`config.mk`:
```
export PLATFORM = sky130hd
export DESIGN_NAME = cgra_cfg_initiator
export DESIGN_NICKNAME = d
export VERILOG_FILES = /design/src/rtl/cgra_cfg_pkg.sv /design/src/rtl/cgra_cfg_initiator_rd_collector.sv /design/src/rtl/cgra_cfg_initiator.sv
export SDC_FILE = /design/constraint.sdc
export NUM_CORES = 1
export LEC_CHECK = 0
export CAP_MARGIN = 20
export CORE_AREA = 2 2 475 477
export DETAILED_ROUTE_END_ITERATION = 16
export DIE_AREA = 0 0 477 479
export GPL_ROUTABILITY_DRIVEN = 1
export PLACE_DENSITY = 0.3
export SYNTH_ARGS = -nofsm -noshare
export SYNTH_HDL_FRONTEND = slang
export SYNTH_SLANG_ARGS = --single-unit
```
`constraint.sdc`:
```
create_clock -name clk -period 2.4 [get_ports clk]
set_input_delay 0.24 -clock clk [delete_from_list [all_inputs] [get_ports clk]]
set_output_delay 0.24 -clock clk [all_outputs]
set_load 0.03 [all_outputs]
```
`src/rtl/cgra_cfg_pkg.sv`:
```
// -----------------------------------------------------------------------------
// cgra_cfg_pkg
// Shared definitions for the CGRA column configuration bus initiator:
//   - default address/data widths of the config bus
//   - bit positions of the column id and register index inside an address
//   - state encoding of the initiator FSM
// No ports (package).
// -----------------------------------------------------------------------------
package cgra_cfg_pkg;

   localparam int CGRA_CFG_ADDR_WIDTH = 32;
   localparam int CGRA_CFG_DATA_WIDTH = 32;

   // Address field layout: addr[4:0] selects the column, addr[15:8] the register.
   localparam int COL_ID_LSB  = 0;
   localparam int COL_ID_MSB  = 4;
   localparam int REG_IDX_LSB = 8;
   localparam int REG_IDX_MSB = 15;

   typedef enum logic [2:0] {
      IDLE     = 3'd0,
      WR       = 3'd1,
      RD_ISSUE = 3'd2,
      RD_WAIT  = 3'd3,
      RESP     = 3'd4
   } cfg_init_state_e;

endpackage : cgra_cfg_pkg

```
`src/rtl/cgra_cfg_initiator_rd_collector.sv`:
```
// -----------------------------------------------------------------------------
// cgra_cfg_initiator_rd_collector
// Combinational collector for the per-column read return lanes. Columns drive
// zero on their lane when not answering, so the returned word is simply the
// OR of every lane.
// Ports:
//   cfg_rd_data       in   NUM_COLUMNS x CGRA_CFG_DATA_WIDTH  per-column read data
//   cfg_rd_data_valid in   NUM_COLUMNS                        per-column read valid
//   rd_data_or        out  CGRA_CFG_DATA_WIDTH                OR of all lanes
//   any_valid         out  1                                  at least one column answered
//   multi_valid       out  1                                  more than one column answered
// -----------------------------------------------------------------------------
module cgra_cfg_initiator_rd_collector #(
   parameter int NUM_COLUMNS         = 32,
   parameter int CGRA_CFG_DATA_WIDTH = cgra_cfg_pkg::CGRA_CFG_DATA_WIDTH
) (
   input  logic [NUM_COLUMNS-1:0][CGRA_CFG_DATA_WIDTH-1:0] cfg_rd_data,
   input  logic [NUM_COLUMNS-1:0]                          cfg_rd_data_valid,
   output logic [CGRA_CFG_DATA_WIDTH-1:0]                  rd_data_or,
   output logic                                            any_valid,
   output logic                                            multi_valid
);

   import cgra_cfg_pkg::*;

   always_comb begin
      // NOTE: every always_comb output gets a default before any conditional
      // or loop update, otherwise synthesis infers a latch.
      rd_data_or = '0;
      for (int i = 0; i < NUM_COLUMNS; i++) begin
         rd_data_or = rd_data_or | cfg_rd_data[i];
      end
   end

   assign any_valid = |cfg_rd_data_valid;

   // Clearing the lowest set bit leaves something behind only if two or more
   // bits were set.
   assign multi_valid = |(cfg_rd_data_valid & (cfg_rd_data_valid - NUM_COLUMNS'(1)));

endmodule : cgra_cfg_initiator_rd_collector

```
`src/rtl/cgra_cfg_initiator.sv`:
```
// -----------------------------------------------------------------------------
// cgra_cfg_initiator
// Initiator of the CGRA column configuration register-file bus. Takes one
// read/write request at a time over valid/ready, drives the shared config bus
// to all columns, collects the read return and hands back exactly one response
// per request. Reads that nobody answers within RD_TIMEOUT wait cycles, or that
// several columns answer, return with resp_err set.
// Ports:
//   clk, rst_n                        clock, asynchronous active-low reset
//   req_valid/req_ready               request handshake
//   req_wr, req_addr, req_wr_data     request: 1=write, address, write data
//   resp_valid/resp_ready             response handshake (valid held until ready)
//   resp_data, resp_err               read data (0 for writes/errors), error flag
//   cfg_wr_en, cfg_rd_en              bus write / read strobes (1 cycle each)
//   cfg_addr, cfg_wr_data             bus address / write data (0 when no strobe)
//   cfg_rd_data, cfg_rd_data_valid    per-column read returns
// -----------------------------------------------------------------------------
module cgra_cfg_initiator #(
   parameter int CGRA_CFG_ADDR_WIDTH = cgra_cfg_pkg::CGRA_CFG_ADDR_WIDTH,
   parameter int CGRA_CFG_DATA_WIDTH = cgra_cfg_pkg::CGRA_CFG_DATA_WIDTH,
   parameter int NUM_COLUMNS         = 32,
   parameter int RD_TIMEOUT          = 15
) (
   input  logic                                            clk,
   input  logic                                            rst_n,
   input  logic                                            req_valid,
   output logic                                            req_ready,
   input  logic                                            req_wr,
   input  logic [CGRA_CFG_ADDR_WIDTH-1:0]                  req_addr,
   input  logic [CGRA_CFG_DATA_WIDTH-1:0]                  req_wr_data,
   output logic                                            resp_valid,
   input  logic                                            resp_ready,
   output logic [CGRA_CFG_DATA_WIDTH-1:0]                  resp_data,
   output logic                                            resp_err,
   output logic                                            cfg_wr_en,
   output logic                                            cfg_rd_en,
   output logic [CGRA_CFG_ADDR_WIDTH-1:0]                  cfg_addr,
   output logic [CGRA_CFG_DATA_WIDTH-1:0]                  cfg_wr_data,
   input  logic [NUM_COLUMNS-1:0][CGRA_CFG_DATA_WIDTH-1:0] cfg_rd_data,
   input  logic [NUM_COLUMNS-1:0]                          cfg_rd_data_valid
);

   import cgra_cfg_pkg::*;

   localparam int CNT_W = $clog2(RD_TIMEOUT + 1);
   // Value of the wait counter in the last RD_WAIT cycle before timing out.
   localparam logic [CNT_W-1:0] CNT_LAST = CNT_W'(RD_TIMEOUT - 1);

   cfg_init_state_e                state;
   logic [CNT_W-1:0]               wait_cnt;
   logic [CGRA_CFG_DATA_WIDTH-1:0] rd_data_or;
   logic                           any_valid;
   logic                           multi_valid;

   cgra_cfg_initiator_rd_collector #(
      .NUM_COLUMNS         (NUM_COLUMNS),
      .CGRA_CFG_DATA_WIDTH (CGRA_CFG_DATA_WIDTH)
   ) u_rd_collector (
      .cfg_rd_data       (cfg_rd_data),
      .cfg_rd_data_valid (cfg_rd_data_valid),
      .rd_data_or        (rd_data_or),
      .any_valid         (any_valid),
      .multi_valid       (multi_valid)
   );

   // NOTE: sequential state uses non-blocking (<=) assignments only, so every
   // register samples the pre-edge values regardless of statement order.
   always_ff @(posedge clk or negedge rst_n) begin
      if (!rst_n) begin
         state       <= IDLE;
         wait_cnt    <= '0;
         req_ready   <= 1'b0;
         resp_valid  <= 1'b0;
         resp_data   <= '0;
         resp_err    <= 1'b0;
         cfg_wr_en   <= 1'b0;
         cfg_rd_en   <= 1'b0;
         cfg_addr    <= '0;
         cfg_wr_data <= '0;
      end else begin
         case (state)
            IDLE: begin
               if (req_ready && req_valid) begin
                  // The request is captured straight into the bus registers;
                  // they are the only place the address/data are needed.
                  req_ready <= 1'b0;
                  cfg_addr  <= req_addr;
                  if (req_wr) begin
                     cfg_wr_en   <= 1'b1;
                     cfg_wr_data <= req_wr_data;
                     state       <= WR;
                  end else begin
                     cfg_rd_en <= 1'b1;
                     state     <= RD_ISSUE;
                  end
               end else begin
                  // Covers the first cycle after reset, where ready is still 0.
                  req_ready <= 1'b1;
               end
            end

            WR: begin
               cfg_wr_en   <= 1'b0;
               cfg_addr    <= '0;
               cfg_wr_data <= '0;
               resp_valid  <= 1'b1;
               resp_data   <= '0;
               resp_err    <= 1'b0;
               state       <= RESP;
            end

            RD_ISSUE: begin
               cfg_rd_en <= 1'b0;
               cfg_addr  <= '0;
               wait_cnt  <= '0;
               state     <= RD_WAIT;
            end

            RD_WAIT: begin
               // A return in the final wait cycle is checked first, so it wins
               // over the timeout.
               if (any_valid) begin
                  resp_valid <= 1'b1;
                  resp_data  <= rd_data_or;
                  resp_err   <= multi_valid;
                  state      <= RESP;
               end else if (wait_cnt == CNT_LAST) begin
                  resp_valid <= 1'b1;
                  resp_data  <= '0;
                  resp_err   <= 1'b1;
                  state      <= RESP;
               end else begin
                  wait_cnt <= wait_cnt + CNT_W'(1);
               end
            end

            RESP: begin
               if (resp_ready) begin
                  resp_valid <= 1'b0;
                  resp_data  <= '0;
                  resp_err   <= 1'b0;
                  req_ready  <= 1'b1;
                  state      <= IDLE;
               end
            end

            default: begin
               state <= IDLE;
            end
         endcase
      end
   end

endmodule : cgra_cfg_initiator

```
Fig. 1: run 1, power grid
Pins as bars on the die edge. Tap cells in gray.
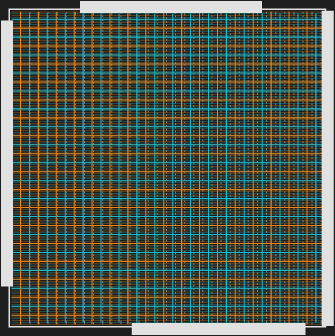
legend:
  VDD:
    color: cyan
  VSS:
    color: orange
met1 rails: 175
rows: 174
die width: 477 µm
IR drop worst, VDD: 0.0003546 V
Core ar.: 223600 µm²
die span in y: 479 µm

Fig. 2: run 1, placed cells, one color a class
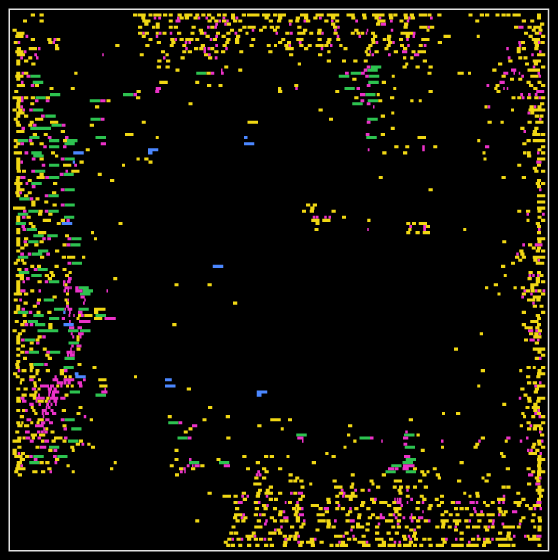
legend:
  remaining buffers and delay cells:
    color: yellow
    cells: 1368
  clock drivers and dummy loads:
    color: blue
    cells: 16
  sequential cells:
    color: green
    cells: 108
  combinational and other logic:
    color: magenta
    cells: 567
post-route cell area: 24260 µm²
site row count: 174

Fig. 3: run 1, routed clock nets over the placement
Scale bar: 100 µm.
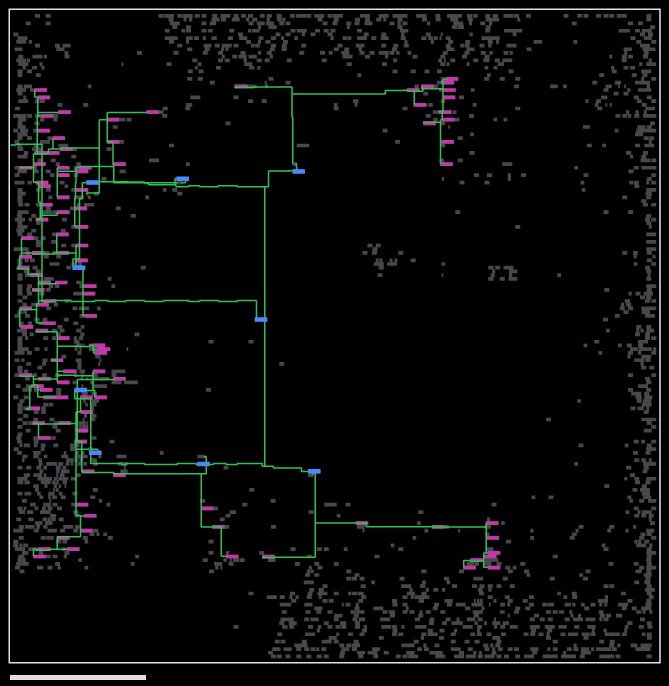
legend:
  clock wires:
    color: green
    length: 3160 µm
  clock drivers:
    color: blue
    count: 9
  flip-flops:
    color: magenta
    count: 108
flops lie: all over the die
routed clock nets: 10
P_clk: 1.76 mW
Setup Skew: 0.01893 ns
Clock Power Share: 0.150
clk ins delay skew pair: 0.43 ns

==> impl_metrics.env, run 1 <==
# yosys + openroad results
export IMPL_max_cap_violations=0
export IMPL_synthTopCellsByArea="dfrtp_1 41%, nor4_1 25%, a22o_1 8.4%"
export IMPL_flop_cell="dfrtp_1"
export IMPL_cp_start_kind="input port"
export IMPL_layout_non_clock_inverters=2
export IMPL_dp_cells=5027
export IMPL_ys_seq_frac=0.4074
export IMPL_global_route_usage_met1=0.1275
export IMPL_vias=13160
export IMPL_m1WireLength_mm=52.71
export IMPL_comb_share=0.1637
export IMPL_portBuffers=1225
export IMPL_r2r_slack_ns=0.16
export IMPL_syn_avg_cell_area_um2=9.518
export IMPL_pg_seq_mw=2.90
export IMPL_buffers=1368
export IMPL_timing_fmax_mhz=428.6
export IMPL_setup_violations=0
export IMPL_finalPower_mw=11.73
export IMPL_vias_per_cell=2.590
export IMPL_n_clock_buffer=9
export IMPL_maxSlewViolCount=0
export IMPL_dieArea_um2=228500
export IMPL_grt_util_met3=0.06439
export IMPL_n_tap_cell=2992
export IMPL_warnings=27
export IMPL_wl_met2_mm=77.78
export IMPL_cp_arrival_ns=2.70
export IMPL_leakage_nw=7.906
export IMPL_critPathMaxStageDelay_ns=0.43
export IMPL_post_cts_buffers=0
export IMPL_grt_pass1_vias=13810
export IMPL_worst_pin_slew_ns=0.9403
export IMPL_finalNonFillerCells=5083
export IMPL_largestClassByArea="non-clock buffers"
export IMPL_top_cell="nor4_1"
export IMPL_clkTransAtPathRegs_ns=0.10
export IMPL_end_kind="flop"
export IMPL_drc=0
export IMPL_comb_power_share=0.602
export IMPL_top_layer="met5"
export IMPL_reg_top3="cfg_addr (32), cfg_wr_data (32), resp_data (32)"
export IMPL_r2r_start="wait_cnt[0]"
export IMPL_top_area_cell="dfrtp_1"
export IMPL_r2r_cells=9
export IMPL_powerComb_mw=7.06
export IMPL_gr_total_overflow=0
export IMPL_r2r_end="resp_data[15]"
export IMPL_antenna_found_initial=203
export IMPL_wl_met3_mm=17.62
export IMPL_status="finished, final reports clean"
export IMPL_hold_viol=0
export IMPL_grt_start_max_net_pins=48
export IMPL_path_buffers=4
export IMPL_fin_crit_sh=0.9721
export IMPL_nNetsFinal=3181
export IMPL_top_area_frac=0.4074
export IMPL_place_congestion=0.8926
export IMPL_synth_adder_area_share=0.008299
export IMPL_critPathMaxFanout=8
export IMPL_numCtsBuffers=9
export IMPL_startpoint="cfg_rd_data_valid[18]"
Fig. 4: run 1, metal layers overlaid
Scale bar: 100 µm.
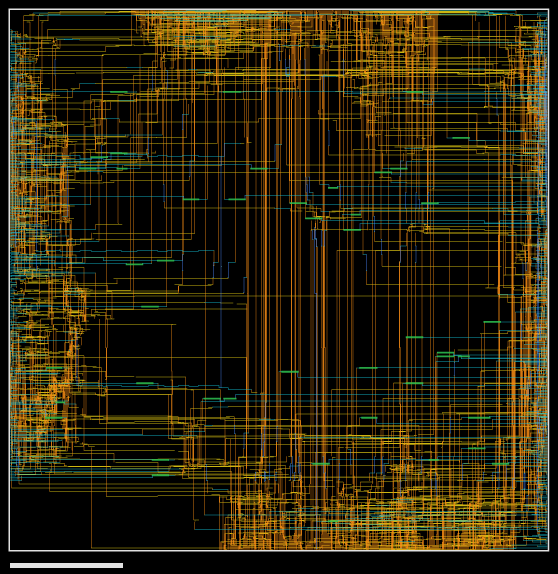

--- run 2 (diff from run 1) ---
--- a/config.mk
+++ b/config.mk
@@ -5,10 +5,11 @@
 export SDC_FILE = /design/constraint.sdc
 export NUM_CORES = 1
 export LEC_CHECK = 0
+export ABC_AREA = 1
 export CAP_MARGIN = 20
-export CORE_AREA = 2 2 475 477
+export CORE_AREA = 2 2 482 484
 export DETAILED_ROUTE_END_ITERATION = 16
-export DIE_AREA = 0 0 477 479
+export DIE_AREA = 0 0 484 486
 export GPL_ROUTABILITY_DRIVEN = 1
 export PLACE_DENSITY = 0.3
 export SYNTH_ARGS = -nofsm -noshare
Fig. 5: run 2, metal layers overlaid
Scale bar: 100 µm.
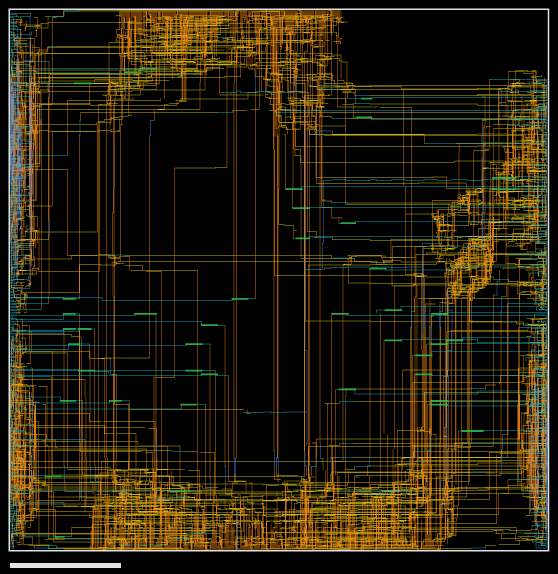
legend:
  metal 4:
    color: blue
    wire_length: 4010 µm
  metal 1:
    color: yellow
    wire_length: 45.7 mm
  metal 2:
    color: orange
    wire_length: 63.7 mm
  metal 3:
    color: cyan
    wire_length: 11200 µm
  metal 5:
    color: green
    wire_length: 559 µm
routed vias: 13730
WL/cell: 23.52 µm
drt total wl: 125.2 mm
Total GRT Usage: 0.1026

Fig. 6: run 2, routed clock nets over the placement
Scale bar: 100 µm.
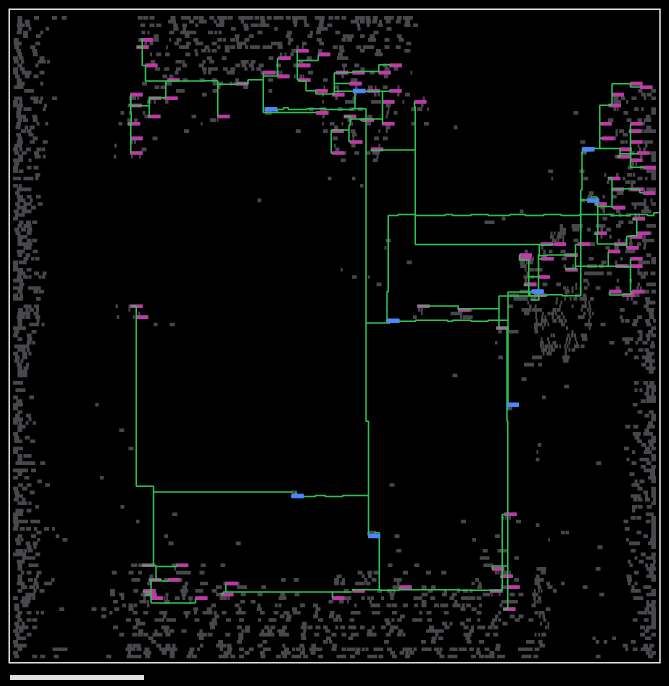
legend:
  clock wires:
    color: green
    length: 3770 µm
  clock drivers:
    color: blue
    count: 9
  flip-flops:
    color: magenta
    count: 108
routed clock nets: 10
Setup Skew: 0.02611 ns
P_clk: 1.91 mW
Clock Power Share: 0.142
clk ins delay skew pair: 0.47 ns

==> impl_metrics.env, run 2 <==
# yosys + openroad results
export IMPL_end_kind="output port"
export IMPL_top_area_frac=0.3778
export IMPL_global_route_usage_met1=0.1063
export IMPL_ys_seq_frac=0.3778
export IMPL_nNetsFinal=3394
export IMPL_numCtsBuffers=9
export IMPL_post_cts_buffers=0
export IMPL_max_cap_violations=0
export IMPL_maxSlewViolCount=0
export IMPL_synthTopCellsByArea="dfrtp_1 38%, nor4_1 22%, nand2_1 9.3%"
export IMPL_worst_pin_slew_ns=0.8253
export IMPL_comb_share=0.1677
export IMPL_place_congestion=0.8703
export IMPL_flop_cell="dfrtp_1"
export IMPL_leakage_nw=8.112
export IMPL_reg_top3="cfg_addr (32), cfg_wr_data (32), resp_data (32)"
export IMPL_top_area_cell="dfrtp_1"
export IMPL_largestClassByArea="non-clock buffers"
export IMPL_peakVddDrop_v=0.0004870
export IMPL_hold_viol=0
export IMPL_warnings=27
export IMPL_layout_non_clock_inverters=90
export IMPL_wl_met3_mm=11.19
export IMPL_synth_adder_area_share=0.003498
export IMPL_cp_arrival_ns=1.80
export IMPL_vias_per_cell=2.579
export IMPL_grt_util_met3=0.04002
export IMPL_top_cell="nor4_1"
export IMPL_finalNonFillerCells=5323
export IMPL_r2r_start="state[0]"
export IMPL_r2r_end="cfg_wr_data[30]"
export IMPL_comb_power_share=0.617
export IMPL_grt_pass1_vias=14900
export IMPL_clkTransAtPathRegs_ns=0.11
export IMPL_powerComb_mw=8.30
export IMPL_syn_avg_cell_area_um2=7.323
export IMPL_status="finished, final reports clean"
export IMPL_pg_seq_mw=3.24
export IMPL_m1WireLength_mm=45.70
export IMPL_buffers=1301
export IMPL_n_tap_cell=3026
export IMPL_core_area_um2=229500
export IMPL_grt_start_max_net_pins=40
Fig. 7: run 2, power grid
Pins as bars on the die edge. Tap cells in gray.
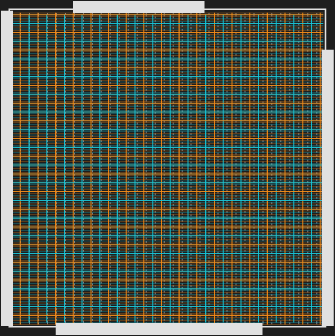

--- run 3 (diff from run 2) ---
--- a/config.mk
+++ b/config.mk
@@ -7,9 +7,10 @@
 export LEC_CHECK = 0
 export ABC_AREA = 1
 export CAP_MARGIN = 20
-export CORE_AREA = 2 2 482 484
+export CORE_AREA = 2 2 480 482
 export DETAILED_ROUTE_END_ITERATION = 16
-export DIE_AREA = 0 0 484 486
+export DIE_AREA = 0 0 482 484
+export DONT_BUFFER_PORTS = 1
 export GPL_ROUTABILITY_DRIVEN = 1
 export PLACE_DENSITY = 0.3
 export SYNTH_ARGS = -nofsm -noshare
==> constraint.sdc (replaced) <==
create_clock -name clk -period 2.44 [get_ports clk]
set_input_delay 0.244 -clock clk [delete_from_list [all_inputs] [get_ports clk]]
set_output_delay 0.244 -clock clk [all_outputs]
set_load 0.03 [all_outputs]
Fig. 8: run 3, power grid
Pins as bars on the die edge. Tap cells in gray.
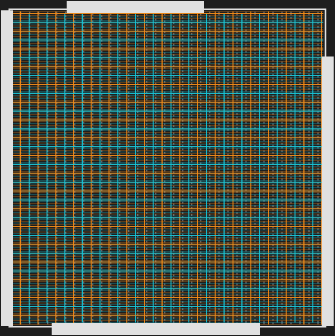
die span in y: 484 µm
IR drop worst, VDD: 0.0003793 V
die width: 482 µm
Core ar.: 228600 µm²

==> impl_metrics.env, run 3 <==
# yosys + openroad results
export IMPL_grt_pass1_vias=10060
export IMPL_violations="negative hold slack"
export IMPL_seq_area_um2=2703
export IMPL_wl_met3_mm=15.71
export IMPL_hold_ws_ns=-0.5230
export IMPL_synth_adder_area_share=0.003498
export IMPL_syn_avg_cell_area_um2=7.323
export IMPL_synth_cell_types=30
export IMPL_cp_arrival_ns=2.51
export IMPL_grt_util_met3=0.05414
export IMPL_maxSlewViolCount=0
export IMPL_simple_gate_share=0.4664
export IMPL_worst_pin_slew_ns=0.9776
export IMPL_comb_share=0.3111
export IMPL_comb_power_share=0.250
export IMPL_aoi_share=0.08464
export IMPL_leakage_nw=3.693
export IMPL_wl_mm=121.0
export IMPL_pwr_share_clk=0.180
export IMPL_vias_per_cell=2.452
export IMPL_drc=0
export IMPL_r2r_end="cfg_wr_data[18]"
export IMPL_top_cell="nor4_1"
export IMPL_grt_start_max_net_pins=109
export IMPL_vias=10450
export IMPL_synth_flops=108
export IMPL_netlist_area_um2=7154
export IMPL_pg_seq_mw=5.53
export IMPL_top_area_cell="dfrtp_1"
export IMPL_n_tap_cell=3026
export IMPL_largestClassByArea="multi-input combinational cells"
export IMPL_io_pins=1226
export IMPL_lay_top_cells="250 x nor4_1, 177 x nand2_1, 108 x dfrtp_1"
export IMPL_post_cts_buffers=0
export IMPL_fin_tns_setup_ns=0
export IMPL_busiest_layer="met2"
export IMPL_top_logic_kind="simple AND/OR/NAND/NOR gates"
export IMPL_n_clock_buffer=9
export IMPL_worst_slack_ns=0.2797
export IMPL_dp_slack_ns=0.4062
export IMPL_r2r_start="state[0]"
export IMPL_end_kind="flop"
export IMPL_grt_total_usage=0.09827
export IMPL_antenna_found_initial=177
export IMPL_status="complete, but fails checks"
export IMPL_ys_seq_frac=0.3778
export IMPL_powerComb_mw=2.43
export IMPL_warnings=33
export IMPL_nNetsFinal=2260
export IMPL_synthTopCellsByArea="dfrtp_1 38%, nor4_1 22%, nand2_1 9.3%"
export IMPL_layout_non_clock_inverters=90
export IMPL_cp_common_cell="dlygate4sd3_1"
export IMPL_swShare=0.5689
export IMPL_reg_top3="cfg_addr (32), cfg_wr_data (32), resp_data (32)"
export IMPL_hold_viol=108
export IMPL_finalNonFillerCells=4260
export IMPL_buffers=167
export IMPL_drtPass1Iterations=5
export IMPL_flop_cell="dfrtp_1"
export IMPL_top_area_frac=0.3778
export IMPL_numCtsBuffers=9
export IMPL_cpMaxStageDelayCell="dlygate4sd3_1"
export IMPL_global_route_usage_met1=0.09764
export IMPL_wl_per_cell_um=28.41
export IMPL_setup_violations=0
export IMPL_max_cap_violations=0
export IMPL_m1WireLength_mm=41.12
export IMPL_clkTransAtPathRegs_ns=0.11
export IMPL_synthesis_nets=2104
export IMPL_comb_area_um2=4040
export IMPL_path_depth=7
export IMPL_r2r_slack_ns=0.60
export IMPL_place_congestion=1.280
Fig. 9: run 3, routed clock nets over the placement
Scale bar: 100 µm.
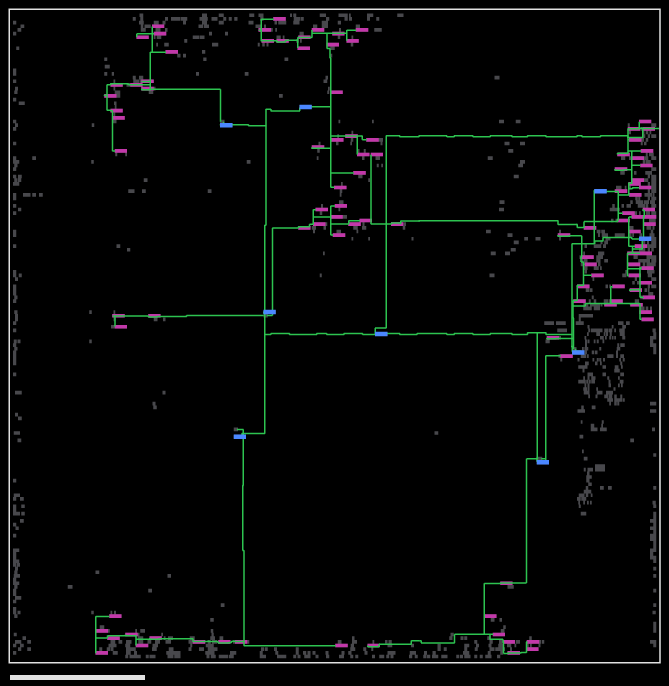
legend:
  flip-flops:
    color: magenta
    count: 108
  clock drivers:
    color: blue
    count: 9
  clock wires:
    color: green
    length: 3710 µm
routed clock nets: 10
P_clk: 1.75 mW
clk ins delay skew pair: 0.46 ns
Setup Skew: 0.02803 ns

Power is estimated from default activity; no workload was simulated.
